### config.mk
export PLATFORM = sky130hd
export DESIGN_NAME = issue_frontend
export DESIGN_NICKNAME = d
export VERILOG_FILES = /design/src/rtl/issue_frontend.sv
export SDC_FILE = /design/constraint.sdc
export NUM_CORES = 1
export LEC_CHECK = 0
export CORE_UTILIZATION = 55
export DETAILED_ROUTE_END_ITERATION = 7
export PLACE_DENSITY = 0.77
export RECOVER_POWER = 50
export SLEW_MARGIN = 20
export SYNTH_ARGS = -nofsm -noshare
export SYNTH_HDL_FRONTEND = slang
export SYNTH_SLANG_ARGS = --single-unit
### constraint.sdc
create_clock -name clk -period 4.21 [get_ports clk]
set_clock_uncertainty 0.1 [all_clocks]
set_input_delay 0.842 -clock clk [delete_from_list [all_inputs] [get_ports clk]]
set_output_delay 0.842 -clock clk [all_outputs]
set_load 0.005 [all_outputs]
### src/rtl/issue_frontend.sv
// In-order issue front end: instruction FIFO plus a register alias table that tracks producer tags.
// Optional ISSUE_STALL_CNT_EN macro adds a saturating hazard-stall counter on the stall_cycles port.
module issue_frontend #(
   parameter int TAG_WIDTH = 4,
   parameter int IQ_DEPTH  = 4
) (
   input  logic                 clk,
   input  logic                 rst,
   input  logic                 fetch_valid,
   input  logic [2:0]           fetch_op,
   input  logic [4:0]           fetch_rs1,
   input  logic [4:0]           fetch_rs2,
   input  logic [4:0]           fetch_rd,
   input  logic [31:0]          fetch_pc,
   output logic                 fetch_ready,
   output logic                 inst_valid,
   output logic [2:0]           inst_op,
   output logic [4:0]           inst_rs1,
   output logic [4:0]           inst_rs2,
   output logic [4:0]           inst_rd,
   output logic [31:0]          inst_pc,
   input  logic                 inst_ack,
   output logic                 reg_ready1,
   output logic                 reg_ready2,
   output logic [TAG_WIDTH-1:0] reg_tag1,
   output logic [TAG_WIDTH-1:0] reg_tag2,
   input  logic                 cdb_valid,
   input  logic [TAG_WIDTH-1:0] cdb_tag,
   input  logic                 commit_valid,
   input  logic [4:0]           commit_rd
`ifdef ISSUE_STALL_CNT_EN
   ,
   output logic [15:0]          stall_cycles
`endif
);

   localparam int PTR_W = (IQ_DEPTH > 1) ? $clog2(IQ_DEPTH) : 1;
   localparam logic [PTR_W:0]     FULL_CNT = (PTR_W+1)'(IQ_DEPTH);
   localparam logic [PTR_W-1:0]   PTR_ONE  = PTR_W'(1);
   localparam logic [PTR_W:0]     CNT_ONE  = (PTR_W+1)'(1);
   localparam logic [TAG_WIDTH-1:0] TAG_ONE = TAG_WIDTH'(1);

   typedef struct packed {
      logic [2:0]  op;
      logic [4:0]  rs1;
      logic [4:0]  rs2;
      logic [4:0]  rd;
      logic [31:0] pc;
   } iq_entry_t;

   iq_entry_t              mem_q [IQ_DEPTH];
   iq_entry_t              mem_d [IQ_DEPTH];
   logic [PTR_W-1:0]       wr_ptr_q, wr_ptr_d, rd_ptr_q, rd_ptr_d;
   logic [PTR_W:0]         count_q, count_d;
   logic [31:0]            busy_q, busy_d, done_q, done_d;
   logic [TAG_WIDTH-1:0]   tag_q [32];
   logic [TAG_WIDTH-1:0]   tag_d [32];
   logic [TAG_WIDTH-1:0]   issue_ptr_q, issue_ptr_d, commit_ptr_q, commit_ptr_d;

   iq_entry_t head;
   logic      empty, haz1, haz2, hazard, enq, deq;

   // A source whose value was broadcast but not yet committed cannot be read from either place.
   always_comb begin
      head        = mem_q[rd_ptr_q];
      empty       = (count_q == '0);
      haz1        = (head.rs1 != 5'd0) && busy_q[head.rs1] &&
                    (done_q[head.rs1] || (cdb_valid && (cdb_tag == tag_q[head.rs1])));
      haz2        = (head.rs2 != 5'd0) && busy_q[head.rs2] &&
                    (done_q[head.rs2] || (cdb_valid && (cdb_tag == tag_q[head.rs2])));
      hazard      = !empty && (haz1 || haz2);
      fetch_ready = (count_q != FULL_CNT);
      enq         = fetch_valid && fetch_ready;
      inst_valid  = !empty && !hazard;
      deq         = inst_valid && inst_ack;
      inst_op     = '0;
      inst_rs1    = '0;
      inst_rs2    = '0;
      inst_rd     = '0;
      inst_pc     = '0;
      reg_ready1  = 1'b1;
      reg_ready2  = 1'b1;
      reg_tag1    = '0;
      reg_tag2    = '0;
      if (!empty) begin
         inst_op    = head.op;
         inst_rs1   = head.rs1;
         inst_rs2   = head.rs2;
         inst_rd    = head.rd;
         inst_pc    = head.pc;
         reg_ready1 = !busy_q[head.rs1];
         reg_ready2 = !busy_q[head.rs2];
         reg_tag1   = busy_q[head.rs1] ? tag_q[head.rs1] : '0;
         reg_tag2   = busy_q[head.rs2] ? tag_q[head.rs2] : '0;
      end
   end

   // Later updates override earlier ones: CDB done-set, then commit-clear, then issue write.
   always_comb begin
      mem_d        = mem_q;
      wr_ptr_d     = wr_ptr_q;
      rd_ptr_d     = rd_ptr_q;
      count_d      = count_q;
      busy_d       = busy_q;
      done_d       = done_q;
      tag_d        = tag_q;
      issue_ptr_d  = issue_ptr_q;
      commit_ptr_d = commit_ptr_q;
      if (enq) begin
         mem_d[wr_ptr_q] = '{op: fetch_op, rs1: fetch_rs1, rs2: fetch_rs2, rd: fetch_rd, pc: fetch_pc};
         wr_ptr_d        = wr_ptr_q + PTR_ONE;
      end
      if (deq) begin
         rd_ptr_d    = rd_ptr_q + PTR_ONE;
         issue_ptr_d = issue_ptr_q + TAG_ONE;
      end
      case ({enq, deq})
         2'b10:   count_d = count_q + CNT_ONE;
         2'b01:   count_d = count_q - CNT_ONE;
         default: count_d = count_q;
      endcase
      if (commit_valid) commit_ptr_d = commit_ptr_q + TAG_ONE;
      if (cdb_valid) begin
         for (int r = 1; r < 32; r++) begin
            if (busy_q[r] && (tag_q[r] == cdb_tag)) done_d[r] = 1'b1;
         end
      end
      if (commit_valid && busy_q[commit_rd] && (tag_q[commit_rd] == commit_ptr_q)) begin
         busy_d[commit_rd] = 1'b0;
         done_d[commit_rd] = 1'b0;
      end
      if (deq && (head.rd != 5'd0)) begin
         busy_d[head.rd] = 1'b1;
         done_d[head.rd] = 1'b0;
         tag_d[head.rd]  = issue_ptr_q;
      end
   end

   always_ff @(posedge clk) begin
      if (rst) begin
         wr_ptr_q     <= '0;
         rd_ptr_q     <= '0;
         count_q      <= '0;
         busy_q       <= '0;
         done_q       <= '0;
         issue_ptr_q  <= '0;
         commit_ptr_q <= '0;
         for (int r = 0; r < 32; r++) tag_q[r] <= '0;
      end else begin
         wr_ptr_q     <= wr_ptr_d;
         rd_ptr_q     <= rd_ptr_d;
         count_q      <= count_d;
         busy_q       <= busy_d;
         done_q       <= done_d;
         issue_ptr_q  <= issue_ptr_d;
         commit_ptr_q <= commit_ptr_d;
         tag_q        <= tag_d;
      end
   end

   // Storage needs no reset; occupancy alone decides what is visible.
   always_ff @(posedge clk) begin
      mem_q <= mem_d;
   end

`ifdef ISSUE_STALL_CNT_EN
   logic [15:0] stall_q, stall_d;

   always_comb begin
      stall_d = stall_q;
      if (hazard && (stall_q != 16'hFFFF)) stall_d = stall_q + 16'd1;
   end

   always_ff @(posedge clk) begin
      if (rst) stall_q <= '0;
      else     stall_q <= stall_d;
   end

   assign stall_cycles = stall_q;
`endif

endmodule

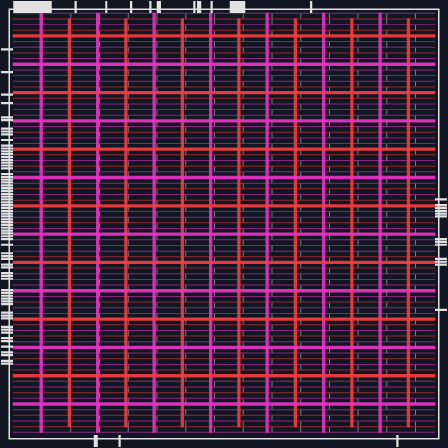
**Above:** run 1 (power grid).
Pins as bars on the die edge. Tap cells in gray.
red -> VDD
magenta -> VSS
tap cells = 532
met5 straps = 14
rows = 74
met4 straps = 14
signal pins = 127

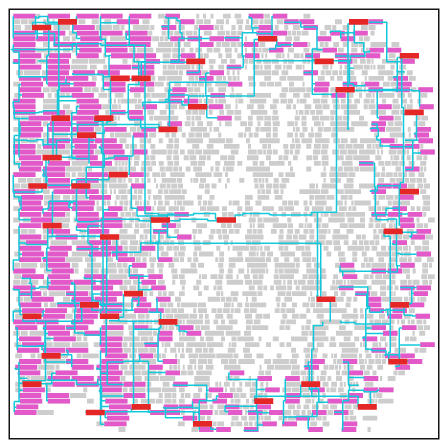
**Above:** run 1 (routed clock nets over the placement).
cyan -> clock wires  # length 4,940 um
magenta -> flip-flops  # count 407
red -> clock-net drivers  # count 42
routed clock nets = 43
flops lie = spread over the die

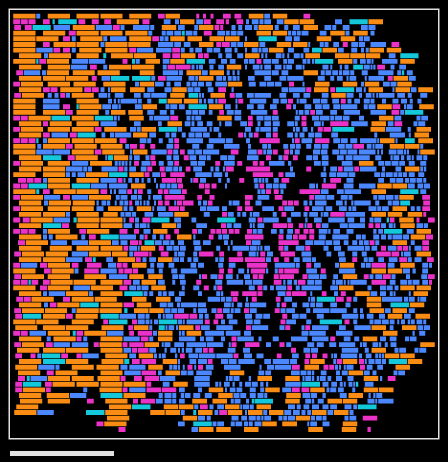
**Above:** run 1 (placement by cell class).
The bar under the picture is 50 um long.
orange -> registers  # cells 407
blue -> remaining logic cells  # cells 1,354
cyan -> clock drivers and dummy loads  # cells 76
magenta -> remaining buffers and delay cells  # cells 440

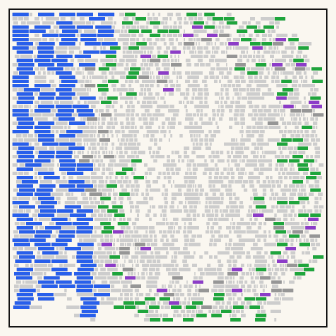
**Above:** run 1 (sequential cells grouped by signal name).
blue -> `mem_q`  # flops 200, where a vertical strip on the left
purple -> `busy_q`  # flops 32
green -> `tag_q`  # flops 128, where spread over the die
Seq power: 4.51 mW
sequential portion of the cell area: 34.90%

[run 1: cell type report]
| cell class | count | area share [%] |
|---|---|---|
| Sequential cell | 407 | 34.90 |
| Clock buffer | 55 | 4.060 |
| Antenna cell | 3 | 0.02580 |
| Timing Repair Buffer | 440 | 15.07 |
| Multi-Input combinational cell | 1340 | 42.73 |
| Tap cell | 532 | 2.288 |
| Clock inverter | 21 | 0.7440 |
| Inverter | 14 | 0.1806 |
[run 1: what timing repair did]
item / 4_1_cts / 5_1_grt
setup endpoints to repair: 188 / 180
buffers inserted: 50 / 26
pin swaps: 61 / 14
cloned: 8 / 3
resized: 195 / 72
[run 1: cells by family (layout without fill, tap and decap cells)]
family | after synthesis | in the layout | share of synthesized area, %
mux | 413 | 413 | 23.91
xor+xnor | 139 | 139 | 5.341
buf+inv | 156 | 530 | 3.672
other cells | 0 | 3 | 0
compound gates | 207 | 207 | 6.718
flops | 407 | 407 | 44.52
fa+ha+maj | 8 | 8 | 0.4720
simple gates | 573 | 573 | 15.36
[run 1: worst paths after layout]
path                              endpoint  cells after the start         from  slack [ns]
worst max-delay path            inst_valid                     13  rd_ptr_q[0]       -0.60
worst min-delay path            tag_q[126]                      2   tag_q[126]        0.39
worst max register to register  count_q[2]                     20  rd_ptr_q[0]       -0.55
worst min register to register  tag_q[126]                      2   tag_q[126]        0.39
[run 1: flip-flops by register name, summed over array words and instances (netlist names), 3 cells and up]
signal and cells:
issue_ptr_q 4, busy_q 32, done_q 32, count_q 3, mem_q 200, tag_q 128
commit_ptr_q 4
[run 1: metrics by stage]
step,worst slack [ns],std cells
after global placement,-0.6501,2665
final,-0.6029,2812
after CTS,-0.5857,2786
after global routing,-0.7305,2812
after detailed placement,-0.5913,2665
after floorplan,0.1192,1903
[run 1: synth_stat cells (12+ instances only)]
master / count / share of area, %
sky130_fd_sc_hd__a41oi_1: 32 / 1.2
sky130_fd_sc_hd__nand2_1: 100 / 1.6
sky130_fd_sc_hd__nand4_4: 20 / 1.9
sky130_fd_sc_hd__buf_2: 26 / 0.57
sky130_fd_sc_hd__a21oi_1: 48 / 1.1
sky130_fd_sc_hd__edfxtp_1: 200 / 26
sky130_fd_sc_hd__xor2_1: 104 / 4.0
sky130_fd_sc_hd__a22oi_1: 48 / 1.6
sky130_fd_sc_hd__nor3_1: 45 / 0.99
sky130_fd_sc_hd__mux4_2: 103 / 10
sky130_fd_sc_hd__inv_1: 13 / 0.21
sky130_fd_sc_hd__xnor2_1: 35 / 1.3
sky130_fd_sc_hd__nand3_1: 19 / 0.42
sky130_fd_sc_hd__and2_1: 57 / 1.6
sky130_fd_sc_hd__nand2b_1: 142 / 3.9
sky130_fd_sc_hd__and3_1: 41 / 1.1
sky130_fd_sc_hd__mux2_2: 18 / 0.89
sky130_fd_sc_hd__nand4_1: 12 / 0.33
sky130_fd_sc_hd__mux2i_1: 287 / 13
sky130_fd_sc_hd__nor2_1: 68 / 1.1
sky130_fd_sc_hd__buf_6: 19 / 0.94
sky130_fd_sc_hd__buf_1: 19 / 0.31
sky130_fd_sc_hd__dfxtp_1: 207 / 18
sky130_fd_sc_hd__nor2b_1: 24 / 0.66
sky130_fd_sc_hd__clkbuf_1: 67 / 1.1
==> run notes, run 1 <==
yosys + openroad results -> violated checks capacitance limit, slew limit, setup timing, worst hold slack after final layout 0.3886 ns, vertical die dimension 205.6 um, share of final-layout standard cells stronger than drive strength 1 29.25%, Sequential Area 10,150 sq um, minimum setup slack in the final design -0.6029 ns, cell area after synthesis 22,800 sq um, global route overflow 0, Req. time, crit path 3.27 ns, maximum number of pins on one net before global-route repair 110, # hold bufs at CTS 0, portion of total power attributed to combinational logic 51.9%, sum of buffers and inverters on the critical path 4, combined global-route utilization of all metal layers 39.28%, Max Clk Rate 207.8 MHz, final instance area 29,090 sq um, final count of negative-setup-slack endpoints 15, Top-Level Pins 127, width of the die 205.6 um, busiest layer in global routing met2, unrepaired setup endpoints after global routing yes, outcome complete, but fails checks, clock sink count 407, mean cell area of the mapped netlist 11.98 sq um, number of DRC markers in iteration 0 1,947, P per Cell Area 590.5 nW/um^2, delay-heaviest family, CP simple AND/OR/NAND/NOR gates, sum of negative setup slack -3.975 ns, met3 track utilization from global routing 8.378%, Synth Register Bits 407, Max-cap violations 3, Post-synth ARST share 0%, final max-slew violation count 243
==> run 2: changes to the inputs <==
--- a/config.mk
+++ b/config.mk
@@ -5,6 +5,7 @@
 export SDC_FILE = /design/constraint.sdc
 export NUM_CORES = 1
 export LEC_CHECK = 0
+export ABC_CLOCK_PERIOD_IN_PS = 4210
 export CORE_UTILIZATION = 55
 export DETAILED_ROUTE_END_ITERATION = 7
 export PLACE_DENSITY = 0.77
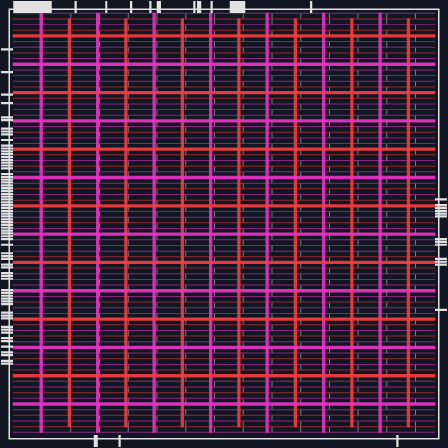
**Above:** run 2 (power grid).
Pins as bars on the die edge. Tap cells in gray.
red -> VDD
magenta -> VSS
rows = 74
met4 straps = 14
met5 straps = 14
width of the die: 205.6 um
worst IR drop on VDD: 0.5062 mV
vertical die dimension: 205.6 um
Placeable Area: 40,830 sq um

==> run 2 against run 1 <==
Net effect:
- the run still ends with capacitance limit, slew limit, setup timing left
- utilization unchanged
- via count is the same
- design area unchanged
- total power unchanged
- global-route usage stayed put
- worst setup slack did not move
- count of clock-buffer cells in the layout unchanged
- first-iteration DRC count unchanged
- critical endpoint unchanged
- maximum frequency unchanged
- hold slack unchanged
- die area unchanged
==> run notes, run 2 <==
yosys + openroad results -> mean cell area of the mapped netlist 11.98 sq um (unchanged), depth of the worst register-to-register path 20 (unchanged), CTS H-tree lvls 2, final instance area 29,090 sq um (unchanged), # hold bufs at CTS 0 (unchanged), sum of negative setup slack -3.975 ns (unchanged), Post-synth ARST share 0% (unchanged), registers with the highest flip-flop counts mem_q (200), tag_q (128), Top-Level Pins 127 (unchanged), minimum setup slack in the final design -0.6029 ns (unchanged), Min-Delay Endpoint tag_q[126], Req. time, crit path 3.27 ns (about the same), Max Clk Rate 207.8 MHz (unchanged), unrepaired setup endpoints after global routing yes, power dissipated by switching net loads 6.233 mW, global route overflow 0 (unchanged), dpl cells 2,665 (unchanged), number of flip-flops under the largest register name 200 (unchanged), Worst Max-Slew Pin Slew 1.992 ns, Top-area cell share 26.35% (unchanged), violated checks capacitance limit, slew limit, setup timing, register ranked first by flip-flop count mem_q, share of final-layout standard cells stronger than drive strength 1 29.25% (unchanged), maximum number of pins on one net before global-route repair 110 (unchanged), Hold Path Stages 2 (unchanged), launch instance of the worst min-delay path tag_q[126], combined global-route utilization of all metal layers 39.28% (unchanged), Setup Slack @ Placement -0.5913 ns (unchanged), P per Cell Area 590.5 nW/um^2 (unchanged), worst hold slack after final layout 0.3886 ns (unchanged), most common library cells after synthesis sky130_fd_sc_hd__mux2i_1 (287), sky130_fd_sc_hd__dfxtp_1 (207), sky130_fd_sc_hd__edfxtp_1 (200), final max-slew violation count 243 (unchanged), Routed WL 82,900 um, final count of negative-setup-slack endpoints 15 (unchanged), top cells by area sky130_fd_sc_hd__edfxtp_1 (26%), sky130_fd_sc_hd__dfxtp_1 (18%), sky130_fd_sc_hd__mux2i_1 (13%), Max-cap violations 3 (unchanged), most area-hungry cell type in the Yosys netlist sky130_fd_sc_hd__edfxtp_1, worst r2r dst count_q[2], library cell with the highest instance count after synthesis sky130_fd_sc_hd__mux2i_1, reg-to-reg critical path startpoint rd_ptr_q[0], Worst R2R Setup Slack -0.55 ns (about the same), number of instances in the synthesized netlist 1,903, number of nets produced by synthesis 1,976, portion of total power attributed to combinational logic 51.9% (about the same), outcome complete, but fails checks, number of DRC markers in iteration 0 1,947 (unchanged), clock sink count 407 (unchanged)
run 2: cell counts in the layout (fill, tap and decap cells not counted):
No cell type changed its count.
run 2: per-layer routing:
| metal | vias up | GRT usage (%) | routed length, um |
|---|---|---|---|
| met5 | - | 0 | 26 |
| met3 | 362 | 8.378 | 8692 |
| met2 | 1188 | 60.50 | 37190 |
| li1 | 7792 | - | - |
| met1 | 9229 | 50.29 | 30860 |
| met4 | 4 | 25.03 | 6129 |
run 2: cell families (layout without fill, tap and decap cells):
logic type / count (synthesis) / count (layout) / share of synthesized area (%)
AND-OR/OR-AND: 207 / 207 / 6.718
XOR/XNOR: 139 / 139 / 5.341
adder cells (fa/ha/maj): 8 / 8 / 0.4720
buffers and inverters: 156 / 530 / 3.672
flip-flops: 407 / 407 / 44.52
multiplexers: 413 / 413 / 23.91
other: 0 / 3 / 0
AND/OR/NAND/NOR: 573 / 573 / 15.36
run 2: what timing repair did:
item | 4_1_cts | 5_1_grt
gates resized | 195 | 72
setup endpoints to repair | 188 | 180
cloned | 8 | 3
setup buffers | 50 | 26
pin swaps | 61 | 14
run 2: how the worst max path moves through the flow:
stage,slack [ns],depth (start not counted),start,endpoint
after floorplan,0.12,19,rd_ptr_q[0],count_q[2]
after global placement,-0.65,12,rd_ptr_q[0],inst_valid
after detailed placement,-0.59,12,rd_ptr_q[0],inst_valid
after CTS,-0.59,13,rd_ptr_q[0],inst_valid
after global routing,-0.73,13,rd_ptr_q[0],inst_valid
final,-0.60,13,rd_ptr_q[0],inst_valid
run 2: worst max-delay path, cell delays in order (launching register included):
cell and delay, ns:
sky130_fd_sc_hd__dfxtp_4 0.38, sky130_fd_sc_hd__buf_6 0.10, sky130_fd_sc_hd__mux4_4 0.73, sky130_fd_sc_hd__buf_12 0.19, sky130_fd_sc_hd__buf_6 0.11, sky130_fd_sc_hd__mux2_4 0.28, sky130_fd_sc_hd__or3_1 0.30, sky130_fd_sc_hd__nand4_1 0.15
sky130_fd_sc_hd__nand4_1 0.17, sky130_fd_sc_hd__xor2_2 0.20, sky130_fd_sc_hd__nor3_4 0.25, sky130_fd_sc_hd__nand2_1 0.11, sky130_fd_sc_hd__and2_4 0.19, sky130_fd_sc_hd__buf_6 0.11
run 2: power by group through the flow:
stage / Clock, mW / Sequential, mW / Combinational (mW)
final: 3.76 / 4.51 / 8.91
after global routing: 3.94 / 4.53 / 9.17
after CTS: 3.80 / 4.51 / 7.98
after detailed placement: 0 / 4.59 / 6.71
after global placement: 0 / 4.56 / 6.66
after floorplan: 0 / 4.54 / 3.63
run 2: layout make-up:
class,count,area (sq um)
multi-input combinational,1340,12430
clock buffer,55,1181
sequential,407,10150
timing repair buffer,440,4384
tap,532,665.6
fill,2847,11740
antenna,3,7.507
inverter,14,52.55
clock inverter,21,216.5
Power figures rest on the tool's default switching activity, not on a simulated workload.
